<file path="src/rtl/delay_line_read_seq.sv">
// Read-side address sequencer for the circular sample delay line: walks back
// from the newest sample for TAPS reads and hands each address over valid/ready.
module delay_line_read_seq #(
  parameter int ADDR_W = 3,
  parameter int TAPS   = 3,
  parameter int TAP_W  = 2
) (
  input  logic              clk,
  input  logic              reset,
  input  logic              start,
  input  logic [ADDR_W-1:0] wr_ptr,
  output logic [ADDR_W-1:0] rd_addr,
  output logic [TAP_W-1:0]  tap_idx,
  output logic              rd_valid,
  input  logic              rd_ready,
  output logic              rd_last,
  output logic              busy,
  output logic              done
);

  typedef enum logic {IDLE, RUN} state_t;

  localparam logic [TAP_W-1:0]  LAST_TAP = TAP_W'(TAPS - 1);
  localparam logic [ADDR_W-1:0] ADDR_ONE = ADDR_W'(1);
  localparam logic [TAP_W-1:0]  TAP_ONE  = TAP_W'(1);

  state_t              state_q;
  logic [ADDR_W-1:0]   rd_addr_q;
  logic [TAP_W-1:0]    tap_idx_q;
  logic                rd_valid_q;
  logic                rd_last_q;
  logic                busy_q;
  logic                done_q;

  // rd_valid is only ever high in RUN, so rd_ready alone marks a transfer there.
  always_ff @(posedge clk) begin
    if (reset) begin
      state_q    <= IDLE;
      rd_addr_q  <= '0;
      tap_idx_q  <= '0;
      rd_valid_q <= 1'b0;
      rd_last_q  <= 1'b0;
      busy_q     <= 1'b0;
      done_q     <= 1'b0;
    end else begin
      done_q <= 1'b0;
      case (state_q)
        IDLE: begin
          if (start) begin
            rd_addr_q  <= wr_ptr;
            tap_idx_q  <= '0;
            rd_valid_q <= 1'b1;
            rd_last_q  <= (LAST_TAP == '0);
            busy_q     <= 1'b1;
            state_q    <= RUN;
          end
        end
        RUN: begin
          if (rd_ready) begin
            if (tap_idx_q == LAST_TAP) begin
              rd_valid_q <= 1'b0;
              rd_last_q  <= 1'b0;
              busy_q     <= 1'b0;
              done_q     <= 1'b1;
              state_q    <= IDLE;
            end else begin
              // Natural ADDR_W-bit wrap takes 0 back to the top of the buffer.
              rd_addr_q <= rd_addr_q - ADDR_ONE;
              tap_idx_q <= tap_idx_q + TAP_ONE;
              rd_last_q <= ((tap_idx_q + TAP_ONE) == LAST_TAP);
            end
          end
        end
        default: state_q <= IDLE;
      endcase
    end
  end

  assign rd_addr  = rd_addr_q;
  assign tap_idx  = tap_idx_q;
  assign rd_valid = rd_valid_q;
  assign rd_last  = rd_last_q;
  assign busy     = busy_q;
  assign done     = done_q;

endmodule

</file>
<file path="config.mk">
export PLATFORM = sky130hd
export DESIGN_NAME = delay_line_read_seq
export DESIGN_NICKNAME = d
export VERILOG_FILES = /design/src/rtl/delay_line_read_seq.sv
export SDC_FILE = /design/constraint.sdc
export NUM_CORES = 1
export LEC_CHECK = 0
export ABC_AREA = 0
export CORE_AREA = 3 3 40 42
export DETAILED_ROUTE_END_ITERATION = 8
export DIE_AREA = 0 0 43 45
export PLACE_DENSITY = 0.66
export SYNTH_ARGS = -nofsm -noshare
export SYNTH_HDL_FRONTEND = slang
export SYNTH_SLANG_ARGS = --single-unit
</file>
<file path="constraint.sdc">
create_clock -name clk -period 1.2 [get_ports clk]
set_clock_uncertainty 0.05 [all_clocks]
set_input_delay 0.12 -clock clk [delete_from_list [all_inputs] [get_ports clk]]
set_output_delay 0.12 -clock clk [all_outputs]
set_load 0.005 [all_outputs]
</file>
==> results.py, run 1 <==
# Generated from Yosys and OpenROAD reports
metrics = {
    "status": {
        "status": "finished clean",
    },
    "pwr": {
        "pg_seq_mw": 0.331,
        "power_frac_seq_pct": 45.9,
        "powerComb_mw": 0.157,
        "p_sw_share_pct": 25.8,
        "power_leader": "registers",
        "combPwrFrac_pct": 21.7,
    },
    "yosys": {
        "ys_sh_mux_pct": 0,
        "topCombFamilyByArea": "simple AND/OR/NAND/NOR gates",
        "ys.flop_type": "dfxtp_1",
        "simple_gate_area_share_pct": 27.5,
        "xor_share_pct": 0,
        "ys.flops": 9,
        "ys_cells": 51,
        "top_cell": "dfxtp_1",
        "synthArstFlopShare_pct": 0,
        "synth.top_cell.area_share_pct": 39.2,
        "synth_cells": 51,
        "synth.area.top_cells": "dfxtp_1, ha_1, a21oi_1, nand3_1, nand3b_4",
        "yosys-top-cells-count": "dfxtp_1, a21oi_1, inv_1, nand3_1, nor2_1",
        "syn_area_um2": 459,
        "avgSynthCellArea_um2": 9.00,
        "ys_warn_count": 0,
        "yosys-stat-area_um2": 459,
    },
    "cells_and_area": {
        "logic_area_um2": 273,
        "drive_above_1_share_pct": 30.1,
        "bufAreaShareNonClock_pct": 26.5,
        "n_all_buffers": 21,
        "insertedDiodeCount": 0,
        "comb-cell-share_pct": 38.6,
        "n_clock_buffer": 4,
        "inv_count": 4,
        "largest_class": "logic gates",
        "design.seq.count": 9,
        "logic_gate_count": 35,
        "fin_cells": 88,
        "syn_to_final_growth_pct": 54.0,
        "num-fill-cells": 141,
        "final_common_cell": "dlygate4sd2_1",
        "final_nets": 84,
    },
    "run": {
        "max-cap-violations": 0,
        "warning_count": 28,
    },
    "clock_network": {
        "cts_inserted_buffers": 3,
        "ctsHtreeMaxLevel": 1,
        "cts_tree": "done",
        "root_buffer": "clkbuf_4",
        "clockBufferDepth": 2,
    },
    "detailed_routing": {
        "final_antenna_net_count": 0,
        "avgViaCountPerCell": 4.85,
        "met2RoutedLength_um": 455,
        "routed-via-count": 427,
        "routed-wl-met3_um": 72,
        "routed_wl_um": 1000,
        "drt-initial-drc-count": 1,
        "first_pass_iters": 4,
    },
    "worst_setup_path": {
        "critPathSlowestCell": "dfxtp_2",
        "r2r_end": "tap_idx[1]",
        "max_stage_delay_ps": 330,
        "cp-start-kind": "flip-flop",
        "path_cells": "inv_2 -> ha_4 -> nand3b_4 -> or3_1 -> o31ai_1",
        "critical_path.endpoint": "tap_idx[1]",
        "cp_max_fo": 4,
        "crit_type": "flip-flop to flip-flop",
    },
    "place": {
        "pre_cts_slack_ps": -134,
        "dpl.hpwl_um": 770,
        "place_inst": 84,
        "port_buffers": 15,
        "routabilityCongestion": 0.774,
    },
    "global_route": {
        "globalRouteMet1Util_pct": 13.9,
        "grt_pass1_wl_um": 1700,
        "grt_busiest_layer": "met2",
        "grt_usage_pct": 12.3,
        "grt_pass1_vias": 406,
        "grt_max_degree": 13,
    },
    "final_timing": {
        "finalSetupViolCount": 0,
        "fin_crit_sh_pct": 98.3,
        "setup_tns_ps": 0,
        "worst_pin_slew_ps": 225,
        "fin_ws_ps": 20.7,
        "min_period_ps": 1180,
        "drv_slew": 0,
    },
    "min_path": {
        "hold_path_depth": 2,
    },
    "die": {
        "fp-utilization_pct": 35.7,
        "taps": 15,
    },
}
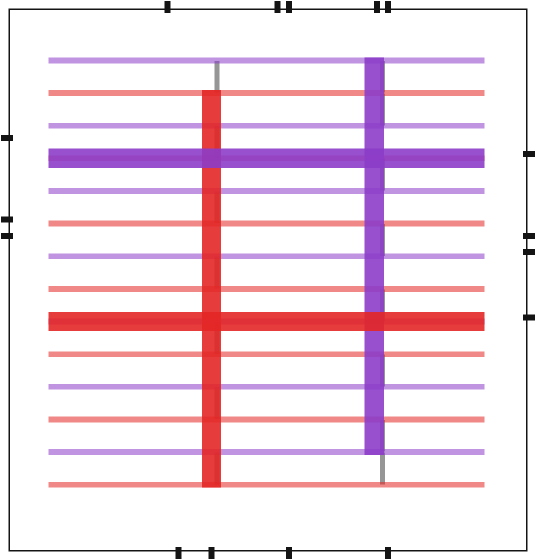
run_1/power_grid.png
(12 px per um) Pins as bars on the die edge. Tap cells in grey.
VSS: marked red. VDD: marked purple.
The core has 13 rows. 14 met1 rails follow the rows.
core area: 0.00128 mm2
die width: 43 um
VDD IR-drop max: 0.553 mV

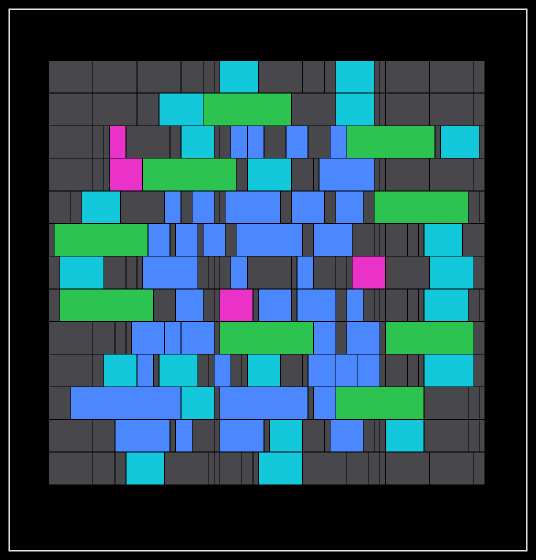
run_1/placement_by_type.png
(12 px per um) Fill, decap, tap and diode cells in grey.
other buffers and delay cells: marked cyan, cells 21, share of their area 27%. clock drivers and dummy loads: marked magenta, cells 4, share of their area 3.8%. combinational and other logic: marked blue, cells 39, share of their area 42%. flops: marked green, cells 9, share of their area 27%.
end-of-flow core utilization: 55.0%
fin area: 707 um2
sequential share of cell area: 26.4%
# rows: 13

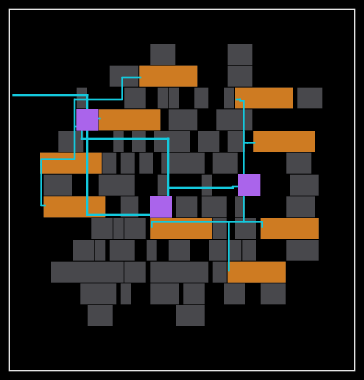
run_1/clk_routes.png
(8 px per um)
clock wires: marked cyan, length 136 um. clock drivers: marked purple, count 3. flip-flops: marked orange, count 9.
There are 4 routed clock nets.
insertion delay of the later-clocked pin in the worst-skew pair: 260 ps
P_clk: 0.234 mW
Clk pwr share: 32.4%

==> run 2, diff against run 1 <==
--- a/config.mk
+++ b/config.mk
@@ -9,7 +9,7 @@
 export CORE_AREA = 3 3 40 42
 export DETAILED_ROUTE_END_ITERATION = 8
 export DIE_AREA = 0 0 43 45
-export PLACE_DENSITY = 0.66
+export SETUP_SLACK_MARGIN = 0.5
 export SYNTH_ARGS = -nofsm -noshare
 export SYNTH_HDL_FRONTEND = slang
 export SYNTH_SLANG_ARGS = --single-unit
==> constraint.sdc (replaced) <==
create_clock -name clk -period 1.5 [get_ports clk]
set_clock_uncertainty 0.05 [all_clocks]
set_input_delay 0.15 -clock clk [delete_from_list [all_inputs] [get_ports clk]]
set_output_delay 0.15 -clock clk [all_outputs]
set_load 0.005 [all_outputs]
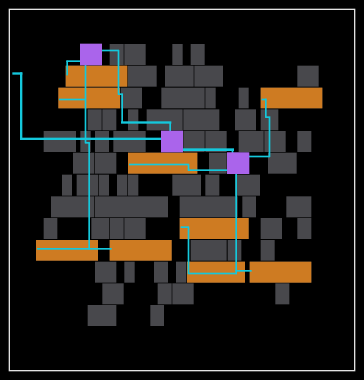
run_2/clk_routes.png
(8 px per um)
flip-flops: marked orange, count 9. clock drivers: marked purple, count 3. clock wires: marked cyan, length 155 um.
There are 4 routed clock nets.
P_clk: 0.190 mW

==> run 2 against run 1 <==
Synthesized area did not move. Synthesized cell count did not move. Fmax fell by 4.1%. Via count rose by 4.0%. Die size did not move. Global-route usage rose by 0.81 points. Hold slack got worse by 83 ps. Non-clock buffer count rose by 3. Cell count rose by 3.4%. Worst setup slack improved by 250 ps. Clock-buffer cell count did not move.
==> results.py, run 2 <==
# Generated from Yosys and OpenROAD reports
metrics = {
    "pwr": {
        "pg_seq_mw": 0.269,
        "p_sw_share_pct": 26.5,
        "combPwrFrac_pct": 21.9,
        "p_per_area_mw_per_mm2": 820,
        "clkPwrFrac_pct": 32.4,
        "powerComb_mw": 0.128,
        "power_leader": "registers",
        "power_frac_seq_pct": 45.8,
    },
    "global_route": {
        "grt_max_degree": 13,
        "grt_pass1_vias": 435,
        "grt_pass1_wl_um": 1810,
        "grt_busiest_layer": "met2",
        "globalRouteMet1Util_pct": 13.3,
    },
    "worst_setup_path": {
        "critical_path.endpoint": "tap_idx[1]",
        "crit_type": "flip-flop to flip-flop",
        "path_cells": "inv_2 -> ha_4 -> nand3b_4 -> or3_1 -> o31ai_1",
        "cp-start-kind": "flip-flop",
        "cp_max_fo": 3,
        "critPathSlowestCell": "dfxtp_4",
        "max_stage_delay_ps": 350,
        "rr_startpoint": "tap_idx[0]",
        "r2r_end": "tap_idx[1]",
    },
    "die": {
        "io_pins": 16,
        "coreArea_mm2": 0.00128,
        "die_w_um": 43,
        "die_h_um": 45,
        "placementRows": 13,
    },
    "final_timing": {
        "min_period_ps": 1230,
        "drv_slew": 0,
        "setup_tns_ps": 0,
        "worst_pin_slew_ps": 227,
        "fin_ws_ps": 270,
        "finalSetupViolCount": 0,
    },
    "yosys": {
        "avgSynthCellArea_um2": 9.00,
        "topCombFamilyByArea": "simple AND/OR/NAND/NOR gates",
        "yosys-stat-area_um2": 459,
        "ys.flop_type": "dfxtp_1",
        "xor_share_pct": 0,
        "yosys-top-cells-count": "dfxtp_1, a21oi_1, inv_1, nand3_1, nor2_1",
        "ys_sh_mux_pct": 0,
        "synth.area.top_cells": "dfxtp_1, ha_1, a21oi_1, nand3_1, nand3b_4",
        "simple_gate_area_share_pct": 27.5,
        "ys_cells": 51,
        "ys.flops": 9,
        "synth.top_cell.area_share_pct": 39.2,
        "synthArstFlopShare_pct": 0,
        "top_cell": "dfxtp_1",
        "synth_cells": 51,
        "syn_area_um2": 459,
        "fa_ha_area_share_pct": 8.17,
    },
    "cells_and_area": {
        "insertedDiodeCount": 0,
        "seq_share_pct": 27.3,
        "n_clock_buffer": 4,
        "n_all_buffers": 24,
        "comb-cell-share_pct": 39.0,
        "syn_to_final_growth_pct": 55.9,
        "bufAreaShareNonClock_pct": 25.3,
        "final_nets": 87,
        "design.seq.count": 9,
        "logic_area_um2": 279,
        "final_common_cell": "buf_4",
        "fin_area_um2": 716,
        "largest_class": "logic gates",
        "drive_above_1_share_pct": 51.3,
        "num-fill-cells": 127,
        "logic_gate_count": 35,
        "inv_count": 4,
    },
    "clock_network": {
        "root_buffer": "clkbuf_4",
        "clock_latency_ps": 260,
        "cts_inserted_buffers": 3,
        "ctsHtreeMaxLevel": 1,
        "clockBufferDepth": 2,
        "cts_tree": "done",
        "clkTransAtPathRegs_ps": 60,
    },
    "run": {
        "warning_count": 30,
        "max-cap-violations": 0,
    },
    "detailed_routing": {
        "first_pass_iters": 4,
        "met2RoutedLength_um": 569,
        "drt-initial-drc-count": 6,
        "routed_wl_um": 1110,
        "routedLengthMet1_um": 460,
        "final_antenna_net_count": 0,
        "routed-wl-met3_um": 72,
        "avgViaCountPerCell": 4.88,
    },
    "min_path": {
        "hold_path_depth": 3,
    },
    "place": {
        "routabilityCongestion": 0.734,
        "dpl.hpwl_um": 745,
        "place_inst": 79,
        "dpl-instance-area_um2": 627,
        "pre_cts_slack_ps": 111,
    },
    "status": {
        "status": "finished clean",
    },
}
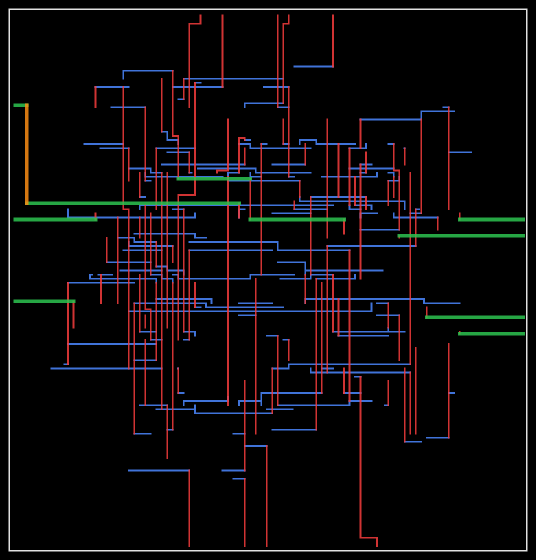
run_2/wires.png
(12 px per um)
metal 4: marked orange, wire length 8.20 um. metal 2: marked red, wire length 569 um. metal 3: marked green, wire length 72.9 um. metal 1: marked blue, wire length 461 um.
via count: 444
WL per Instance: 12.2 um

==> run 3, diff against run 2 <==
==> constraint.sdc (replaced) <==
create_clock -name clk -period 1.3 [get_ports clk]
set_clock_uncertainty 0.05 [all_clocks]
set_input_delay 0.13 -clock clk [delete_from_list [all_inputs] [get_ports clk]]
set_output_delay 0.13 -clock clk [all_outputs]
set_load 0.005 [all_outputs]
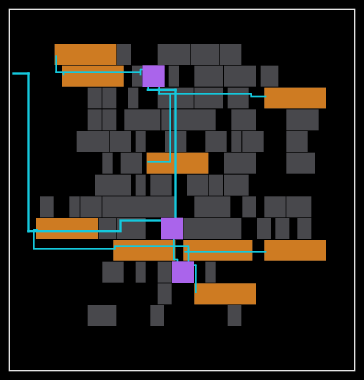
run_3/clk_routes.png
(8 px per um)
flip-flops: marked orange, count 9. clock drivers: marked purple, count 3. clock wires: marked cyan, length 155 um.
There are 4 routed clock nets.
P_clk: 0.215 mW
Clk pwr share: 31.9%

==> run 3 against run 2 <==
Non-clock buffer count shrank 2. Synthesized area did not move. Largest cell class unchanged. Combinational power increased by 17%. Via count down 1.1%. Synthesized cell count unchanged. First-iteration DRC count up 100%. Clock power up 13%. Clock-buffer cell count unchanged. Critical path type unchanged. Sequential share of layout area fell by 0.13 points. Hold slack got worse by 14 ps. Total power is 15% higher. Largest power group unchanged.
==> results.py, run 3 <==
# Generated from Yosys and OpenROAD reports
metrics = {
    "detailed_routing": {
        "first_pass_iters": 4,
        "final_antenna_net_count": 0,
        "met2RoutedLength_um": 497,
        "routedLengthMet1_um": 444,
        "avgViaCountPerCell": 4.93,
        "drt-initial-drc-count": 12,
        "routed-wl-met3_um": 67,
    },
    "cells_and_area": {
        "seq_share_pct": 27.1,
        "fin_cells": 89,
        "comb-cell-share_pct": 39.4,
        "syn_to_final_growth_pct": 55.6,
        "n_clock_buffer": 4,
        "fin_area_um2": 714,
        "logic_gate_count": 35,
        "inv_count": 4,
        "drive_above_1_share_pct": 50.0,
        "n_all_buffers": 22,
        "insertedDiodeCount": 0,
        "num-fill-cells": 121,
        "bufAreaShareNonClock_pct": 25.0,
        "fin_util_pct": 55.6,
        "final_nets": 85,
        "logic_area_um2": 282,
    },
    "pwr": {
        "pg_seq_mw": 0.310,
        "power_leader": "registers",
        "powerComb_mw": 0.150,
        "combPwrFrac_pct": 22.2,
        "p_sw_share_pct": 26.0,
        "power_frac_seq_pct": 45.9,
    },
    "place": {
        "pre_cts_slack_ps": -53.9,
        "dpl.hpwl_um": 747,
        "dpl-instance-area_um2": 649,
        "place_inst": 82,
        "port_buffers": 15,
    },
    "yosys": {
        "ys.flop_type": "dfxtp_1",
        "ys_cells": 51,
        "ys_sh_mux_pct": 0,
        "synth.area.top_cells": "dfxtp_1, ha_1, a21oi_1, nand3_1, nand3b_4",
        "fa_ha_area_share_pct": 8.17,
        "synth_cells": 51,
        "topCombFamilyByArea": "simple AND/OR/NAND/NOR gates",
        "synth.top_cell.area_share_pct": 39.2,
        "avgSynthCellArea_um2": 9.00,
        "ys_warn_count": 0,
        "syn_area_um2": 459,
        "synthArstFlopShare_pct": 0,
        "ys.flops": 9,
        "top_cell": "dfxtp_1",
        "yosys-stat-area_um2": 459,
    },
    "run": {
        "warning_count": 30,
        "max-cap-violations": 0,
    },
    "die": {
        "die_h_um": 45,
        "fp-utilization_pct": 35.7,
        "die_w_um": 43,
        "placementRows": 13,
        "coreArea_mm2": 0.00128,
        "io_pins": 16,
        "taps": 15,
    },
    "global_route": {
        "grt_pass1_wl_um": 1730,
        "grt_busiest_layer": "met2",
        "globalRouteMet1Util_pct": 13.8,
        "grt_pass1_vias": 397,
    },
    "worst_setup_path": {
        "crit_type": "flip-flop to flip-flop",
        "rr_startpoint": "tap_idx[0]",
        "critical_path.endpoint": "tap_idx[1]",
        "critPathSlowestCell": "dfxtp_2",
        "r2r_end": "tap_idx[1]",
        "max_stage_delay_ps": 330,
        "cp-start-kind": "flip-flop",
        "path_cells": "inv_2 -> ha_4 -> nand3b_4 -> or3_1 -> o31ai_1",
        "cp_max_fo": 3,
    },
    "clock_network": {
        "clockBufferDepth": 2,
        "cts_tree": "done",
        "clkTransAtPathRegs_ps": 60,
        "root_buffer": "clkbuf_4",
        "clock_latency_ps": 260,
        "cts_inserted_buffers": 3,
        "ctsHtreeMaxLevel": 1,
    },
    "final_timing": {
        "setup_tns_ps": 0,
        "min_period_ps": 1210,
        "worst_pin_slew_ps": 228,
        "fin_ws_ps": 92.6,
    },
    "min_path": {
        "hold_path_depth": 3,
    },
    "status": {
        "status": "finished clean",
    },
}
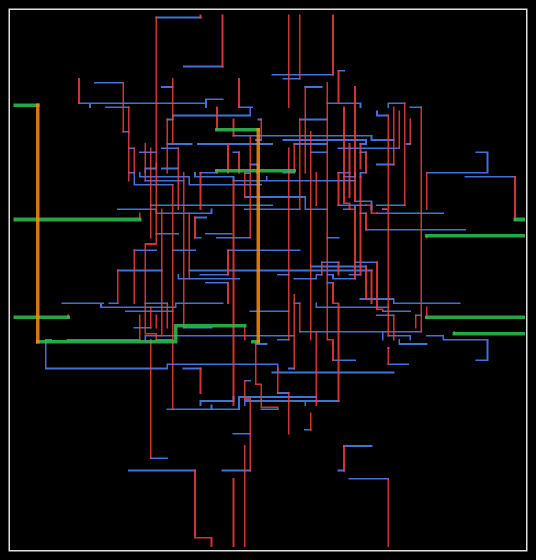
run_3/wires.png
(12 px per um)
metal 2: marked red, wire length 498 um. metal 1: marked blue, wire length 445 um. metal 3: marked green, wire length 67.8 um. metal 4: marked orange, wire length 37.4 um.
total track usage: 13.2%
WL per Instance: 11.8 um
WL final: 1050 um
via count: 439

Power is estimated from default activity; no workload was simulated.
